$ cat src/rtl/mmio_uart_tx_pkg.sv
// Shared constants for the memory-mapped UART transmitter.
// Register offsets, FSM encodings and STATUS bit positions.
package mmio_uart_tx_pkg;

    localparam logic [31:0] UART_REG_DATA   = 32'd0;
    localparam logic [31:0] UART_REG_STATUS = 32'd4;

    localparam logic [1:0] UART_STATE_IDLE  = 2'd0;
    localparam logic [1:0] UART_STATE_START = 2'd1;
    localparam logic [1:0] UART_STATE_DATA  = 2'd2;
    localparam logic [1:0] UART_STATE_STOP  = 2'd3;

    localparam int UART_ST_BUSY  = 0;
    localparam int UART_ST_FULL  = 1;
    localparam int UART_ST_EMPTY = 2;
    localparam int UART_ST_OVF   = 3;

endpackage

$ cat src/rtl/uart_tx_fifo.sv
// Circular byte FIFO feeding the UART serializer.
// Pointers wrap naturally; DEPTH must be a power of two.
module uart_tx_fifo #(
    parameter int DEPTH = 4
) (
    input  logic                     clock,
    input  logic                     reset,
    input  logic                     push,
    input  logic [7:0]               push_data,
    input  logic                     pop,
    output logic [7:0]               pop_data,
    output logic                     full,
    output logic                     empty,
    output logic [$clog2(DEPTH):0]   count
);

    localparam int AW = $clog2(DEPTH);

    logic [7:0]  mem_q [DEPTH];
    logic [7:0]  mem_d [DEPTH];
    logic [AW-1:0] rd_q, rd_d;
    logic [AW-1:0] wr_q, wr_d;
    logic [AW:0]   cnt_q, cnt_d;
    logic do_push, do_pop;

    assign empty    = (cnt_q == '0);
    assign full     = (cnt_q == (AW+1)'(DEPTH));
    assign count    = cnt_q;
    assign pop_data = mem_q[rd_q];

    // A full FIFO still accepts a byte when the head leaves this cycle.
    always_comb begin
        do_pop  = pop & ~empty;
        do_push = push & (~full | do_pop);
        mem_d   = mem_q;
        rd_d    = rd_q;
        wr_d    = wr_q;
        cnt_d   = cnt_q;
        if (do_push) begin
            mem_d[wr_q] = push_data;
            wr_d        = wr_q + AW'(1);
        end
        if (do_pop) begin
            rd_d = rd_q + AW'(1);
        end
        unique case ({do_push, do_pop})
            2'b10:   cnt_d = cnt_q + (AW+1)'(1);
            2'b01:   cnt_d = cnt_q - (AW+1)'(1);
            default: cnt_d = cnt_q;
        endcase
    end

    // Storage, pointers and occupancy.
    always_ff @(posedge clock or posedge reset) begin
        if (reset) begin
            for (int i = 0; i < DEPTH; i++) begin
                mem_q[i] <= '0;
            end
            rd_q  <= '0;
            wr_q  <= '0;
            cnt_q <= '0;
        end else begin
            mem_q <= mem_d;
            rd_q  <= rd_d;
            wr_q  <= wr_d;
            cnt_q <= cnt_d;
        end
    end

endmodule

$ cat src/rtl/mmio_uart_tx.sv
// MEM-stage UART transmitter: DATA/STATUS registers, FIFO, 8N1 serializer.
// Stores never stall; software polls STATUS.full before writing.
module mmio_uart_tx
    import mmio_uart_tx_pkg::*;
#(
    parameter int          CLKS_PER_BIT = 234,
    parameter int          FIFO_DEPTH   = 4,
    parameter logic [31:0] BASE_ADDRESS = 32'h0000_2000
) (
    input  logic        clock,
    input  logic        reset,
    input  logic [31:0] address,
    input  logic [31:0] input_data,
    input  logic        mem_write,
    input  logic        mem_read,
    output logic [31:0] output_data,
    output logic        hit,
    output logic        tx
);

    localparam int BW = $clog2(CLKS_PER_BIT);
    localparam int CW = $clog2(FIFO_DEPTH) + 1;
    localparam logic [31:0] DATA_ADDR   = BASE_ADDRESS + UART_REG_DATA;
    localparam logic [31:0] STATUS_ADDR = BASE_ADDRESS + UART_REG_STATUS;
    localparam logic [BW-1:0] BAUD_LAST = BW'(CLKS_PER_BIT - 1);

    logic          sel_data, sel_status;
    logic          push_req, pop;
    logic          full, empty;
    logic [CW-1:0] count;
    logic [7:0]    pop_data;
    logic [31:0]   status_word;

    logic [1:0]    state_q, state_d;
    logic [BW-1:0] baud_q, baud_d;
    logic [2:0]    bit_q, bit_d;
    logic [7:0]    shift_q, shift_d;
    logic          tx_q, tx_d;
    logic          ovf_q, ovf_d;

    logic unused_bits;
    assign unused_bits = ^{input_data[31:8], address[1:0]};

    assign sel_data   = (address[31:2] == DATA_ADDR[31:2]);
    assign sel_status = (address[31:2] == STATUS_ADDR[31:2]);
    assign hit        = sel_data | sel_status;
    assign push_req   = mem_write & sel_data;
    assign tx         = tx_q;

    uart_tx_fifo #(
        .DEPTH(FIFO_DEPTH)
    ) u_fifo (
        .clock     (clock),
        .reset     (reset),
        .push      (push_req),
        .push_data (input_data[7:0]),
        .pop       (pop),
        .pop_data  (pop_data),
        .full      (full),
        .empty     (empty),
        .count     (count)
    );

    // STATUS word and load data mux; everything else reads as zero.
    always_comb begin
        status_word                = '0;
        status_word[UART_ST_BUSY]  = (state_q != UART_STATE_IDLE);
        status_word[UART_ST_FULL]  = full;
        status_word[UART_ST_EMPTY] = empty;
        status_word[UART_ST_OVF]   = ovf_q;
        status_word[7:4]           = 4'(count);
        output_data = (mem_read & sel_status) ? status_word : '0;
    end

    // Sticky overflow: a fresh drop beats the clear-on-read.
    always_comb begin
        ovf_d = ovf_q;
        if (mem_read & sel_status) begin
            ovf_d = 1'b0;
        end
        if (push_req & full & ~pop) begin
            ovf_d = 1'b1;
        end
    end

    // Serializer; tx_d is the level for the next cycle.
    always_comb begin
        state_d = state_q;
        baud_d  = baud_q;
        bit_d   = bit_q;
        shift_d = shift_q;
        tx_d    = tx_q;
        pop     = 1'b0;
        unique case (state_q)
            UART_STATE_IDLE: begin
                tx_d = 1'b1;
                if (!empty) begin
                    pop     = 1'b1;
                    shift_d = pop_data;
                    baud_d  = '0;
                    tx_d    = 1'b0;
                    state_d = UART_STATE_START;
                end
            end
            UART_STATE_START: begin
                if (baud_q == BAUD_LAST) begin
                    baud_d  = '0;
                    bit_d   = 3'd0;
                    tx_d    = shift_q[0];
                    state_d = UART_STATE_DATA;
                end else begin
                    baud_d = baud_q + BW'(1);
                end
            end
            UART_STATE_DATA: begin
                if (baud_q == BAUD_LAST) begin
                    baud_d = '0;
                    if (bit_q == 3'd7) begin
                        tx_d    = 1'b1;
                        state_d = UART_STATE_STOP;
                    end else begin
                        bit_d = bit_q + 3'd1;
                        tx_d  = shift_q[bit_q + 3'd1];
                    end
                end else begin
                    baud_d = baud_q + BW'(1);
                end
            end
            UART_STATE_STOP: begin
                if (baud_q == BAUD_LAST) begin
                    baud_d  = '0;
                    tx_d    = 1'b1;
                    state_d = UART_STATE_IDLE;
                end else begin
                    baud_d = baud_q + BW'(1);
                end
            end
            default: begin
                tx_d    = 1'b1;
                state_d = UART_STATE_IDLE;
            end
        endcase
    end

    // Serializer and status state; tx idles high out of reset.
    always_ff @(posedge clock or posedge reset) begin
        if (reset) begin
            state_q <= UART_STATE_IDLE;
            baud_q  <= '0;
            bit_q   <= '0;
            shift_q <= '0;
            tx_q    <= 1'b1;
            ovf_q   <= 1'b0;
        end else begin
            state_q <= state_d;
            baud_q  <= baud_d;
            bit_q   <= bit_d;
            shift_q <= shift_d;
            tx_q    <= tx_d;
            ovf_q   <= ovf_d;
        end
    end

endmodule

$ cat config.mk
export PLATFORM = sky130hd
export DESIGN_NAME = mmio_uart_tx
export DESIGN_NICKNAME = d
export VERILOG_FILES = /design/src/rtl/mmio_uart_tx_pkg.sv /design/src/rtl/uart_tx_fifo.sv /design/src/rtl/mmio_uart_tx.sv
export SDC_FILE = /design/constraint.sdc
export NUM_CORES = 1
export LEC_CHECK = 0
export CAP_MARGIN = 20
export CELL_PAD_IN_SITES_DETAIL_PLACEMENT = 1
export CELL_PAD_IN_SITES_GLOBAL_PLACEMENT = 1
export CORE_MARGIN = 5
export CORE_UTILIZATION = 40
export DETAILED_ROUTE_END_ITERATION = 8
export GPL_TIMING_DRIVEN = 0
export PLACE_DENSITY = 0.84
export SETUP_SLACK_MARGIN = 0.3
export SLEW_MARGIN = 20
export SYNTH_ARGS = -nofsm -noshare
export SYNTH_HDL_FRONTEND = slang
export SYNTH_HIERARCHICAL = 1
export SYNTH_SLANG_ARGS = --single-unit
export TNS_END_PERCENT = 20
$ cat constraint.sdc
create_clock -name clock -period 6.6 [get_ports clock]
set_clock_uncertainty 0.05 [all_clocks]
set_input_delay 1.32 -clock clock [delete_from_list [all_inputs] [get_ports clock]]
set_output_delay 1.32 -clock clock [all_outputs]
set_load 0.01 [all_outputs]
**Track usage over the die**

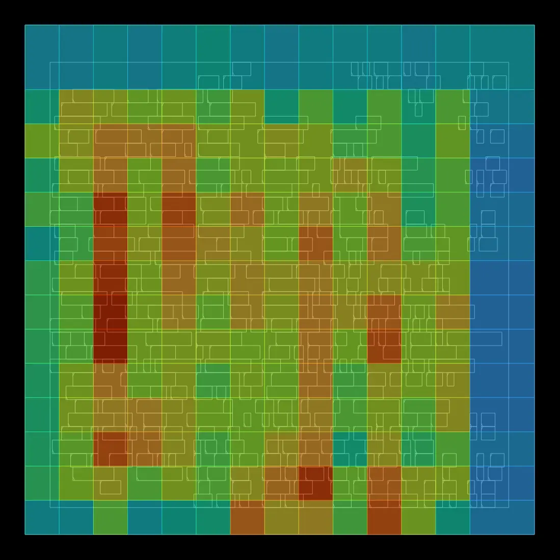
met1 Usage GRT: 17.9%
busiest layer in global routing: met2
wire length per cell: 16.5 um
total global-route track usage: 16.3%

**Routed metal, one colour a layer**

Scale bar: 20 um.
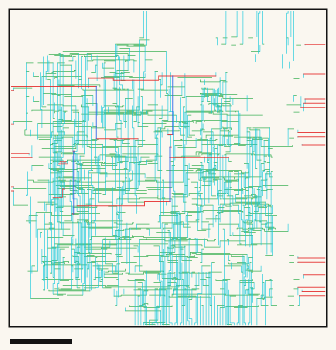
legend:
  blue:
    layer: M4
    wire_length: 74.1 um
  red:
    layer: M3
    wire_length: 271 um
  green:
    layer: M1
    wire_length: 3,060 um
  cyan:
    layer: M2
    wire_length: 4,490 um

**Clock distribution**

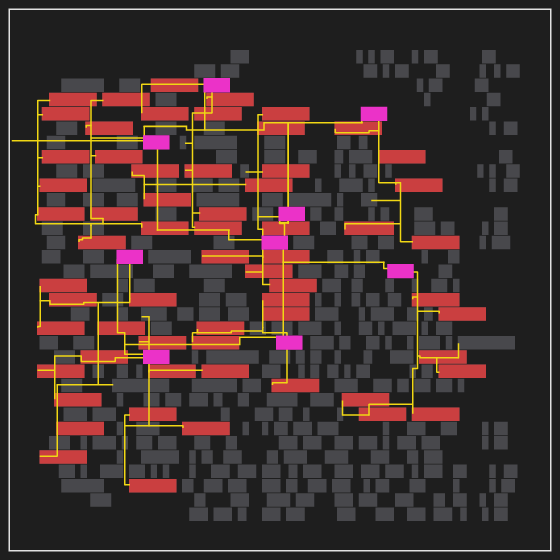
legend:
  magenta:
    item: clock-net drivers
    count: 9
  yellow:
    item: clock wires
    length: 830 um
  red:
    item: flip-flops
    count: 62
routed clock nets: 10

==> impl_results.html <==
<h2>Implementation results</h2>
<table>
<tr><th>Metric</th><th>Value</th></tr>
<tr><th colspan="2">Route</th></tr>
<tr><td>Violation count after the first detailed-route iteration</td><td>30</td></tr>
<tr><td>DRC Markers</td><td>0</td></tr>
<tr><th colspan="2">Critical path</th></tr>
<tr><td>Worst path depth</td><td>6</td></tr>
<tr><td>Terminus of the critical flop-to-flop path</td><td>u_fifo/count[2]</td></tr>
<tr><td>Register-to-register path setup slack</td><td>roughly 3.5 ns</td></tr>
<tr><td>Worst Path Required</td><td>around 5.2 ns</td></tr>
<tr><td>Slowest-stage cell, CP</td><td>sky130_fd_sc_hd__clkdlybuf4s50_1</td></tr>
<tr><th colspan="2">Power</th></tr>
<tr><td>Worst supply voltage drop on vdd</td><td>0.000112 V</td></tr>
<tr><td>Static leakage</td><td>approximately 2.1 nW</td></tr>
<tr><th colspan="2">Finish</th></tr>
<tr><td>Cell type taking the most area</td><td>logic gates</td></tr>
<tr><td>Share of final-layout standard cells stronger than drive strength 1</td><td>29.0%</td></tr>
<tr><td>Flip-flop and latch area</td><td>between 1500 and 2000 um2</td></tr>
<tr><td>Signed area change from the synthesized netlist to the final layout</td><td>28.3%</td></tr>
<tr><td>Flops</td><td>62</td></tr>
<tr><td>Layout inverter count without the clock tree</td><td>13</td></tr>
<tr><td>Largest registers</td><td>u_fifo/mem_q (32), baud_q (8), shift_q (8)</td></tr>
<tr><td>Largest register FFs</td><td>32</td></tr>
<tr><td>NumNets Final</td><td>450</td></tr>
<tr><th colspan="2">Global routing</th></tr>
<tr><td>Maximum number of pins on one net before global-route repair</td><td>24</td></tr>
<tr><th colspan="2">CTS</th></tr>
<tr><td>Number of H-tree levels</td><td>3</td></tr>
<tr><td>CTS Buf Count</td><td>9</td></tr>
<tr><td>Clock Pin Slew Worst Setup and Hold Paths</td><td>0.07 ns</td></tr>
<tr><td>Bufs on Longest Clock Path</td><td>2</td></tr>
<tr><td>PostCTS Resize Cnt</td><td>0</td></tr>
<tr><th colspan="2">Synthesis</th></tr>
<tr><td>Mux area share</td><td>20.6%</td></tr>
<tr><td>Compound-Gate Fraction of Synth Area</td><td>4.80%</td></tr>
<tr><td>Share of the synthesized netlist area taken by xor and xnor gates</td><td>about 2.5%</td></tr>
<tr><th colspan="2">Run status</th></tr>
<tr><td>Result of the run</td><td>complete, no violations</td></tr>
<tr><th colspan="2">Final timing</th></tr>
<tr><td>Worst slew slack as a fraction of its limit</td><td>41.3%</td></tr>
<tr><th colspan="2">Place</th></tr>
<tr><td>Placer congestion estimate</td><td>0.735</td></tr>
<tr><td>Count of input and output buffers</td><td>50</td></tr>
<tr><th colspan="2">Floorplanning</th></tr>
<tr><td>Rows</td><td>33</td></tr>
<tr><th colspan="2">Worst hold path</th></tr>
<tr><td>Worst hold path cell count</td><td>1</td></tr>
</table>
**Placed cells, one colour a class**

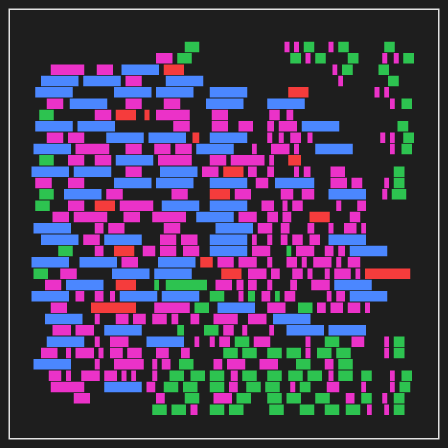
legend:
  red:
    class: clock drivers and dummy loads
    cells: 16
    share_of_their_area: 5.2%
  blue:
    class: sequential cells
    cells: 62
    share_of_their_area: 36%
  green:
    class: remaining buffers and delay cells
    cells: 81
    share_of_their_area: 17%
  magenta:
    class: remaining logic cells
    cells: 213
    share_of_their_area: 41%

**PDN straps and rails**

Scale bar: 20 um. Pins as bars on the die edge.
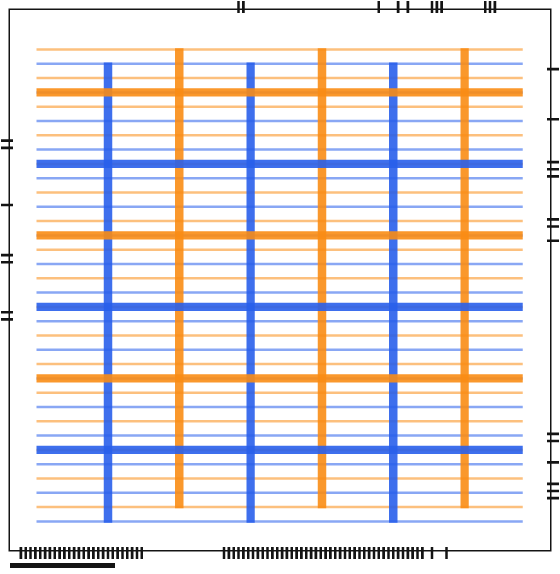
legend:
  blue:
    net: VSS
  orange:
    net: VDD
met5 straps: 6
met1 rails: 34

## power by group
part,switching [mW],internal [mW],leakage [nW]
clock network,0.150,0.224,0.113
registers,0.0139,0.392,0.832
logic,0.0651,0.0653,1.12
## through the flow
step	hold slack [ns]	power [mW]	std cells	cell area [um2]
3_5_place_dp	0.429	0.543	461	4190
5_1_grt	0.464	0.957	477	4410
2_1_floorplan	0.403	0.492	305	3530
4_1_cts	0.445	0.924	477	4410
6_report	0.441	0.909	477	4410
3_3_place_gp	0.413	0.534	460	4160
## per-layer routing
metal  up-vias  global-route usage [%]  wire length, um
met5         -                       0                0
met4         0                    3.33               74
met3         9                    5.01              271
met2        37                    30.7             4490
met1      1213                    17.9             3060
li1       1123                       -                -
Power is estimated from default activity; no workload was simulated.
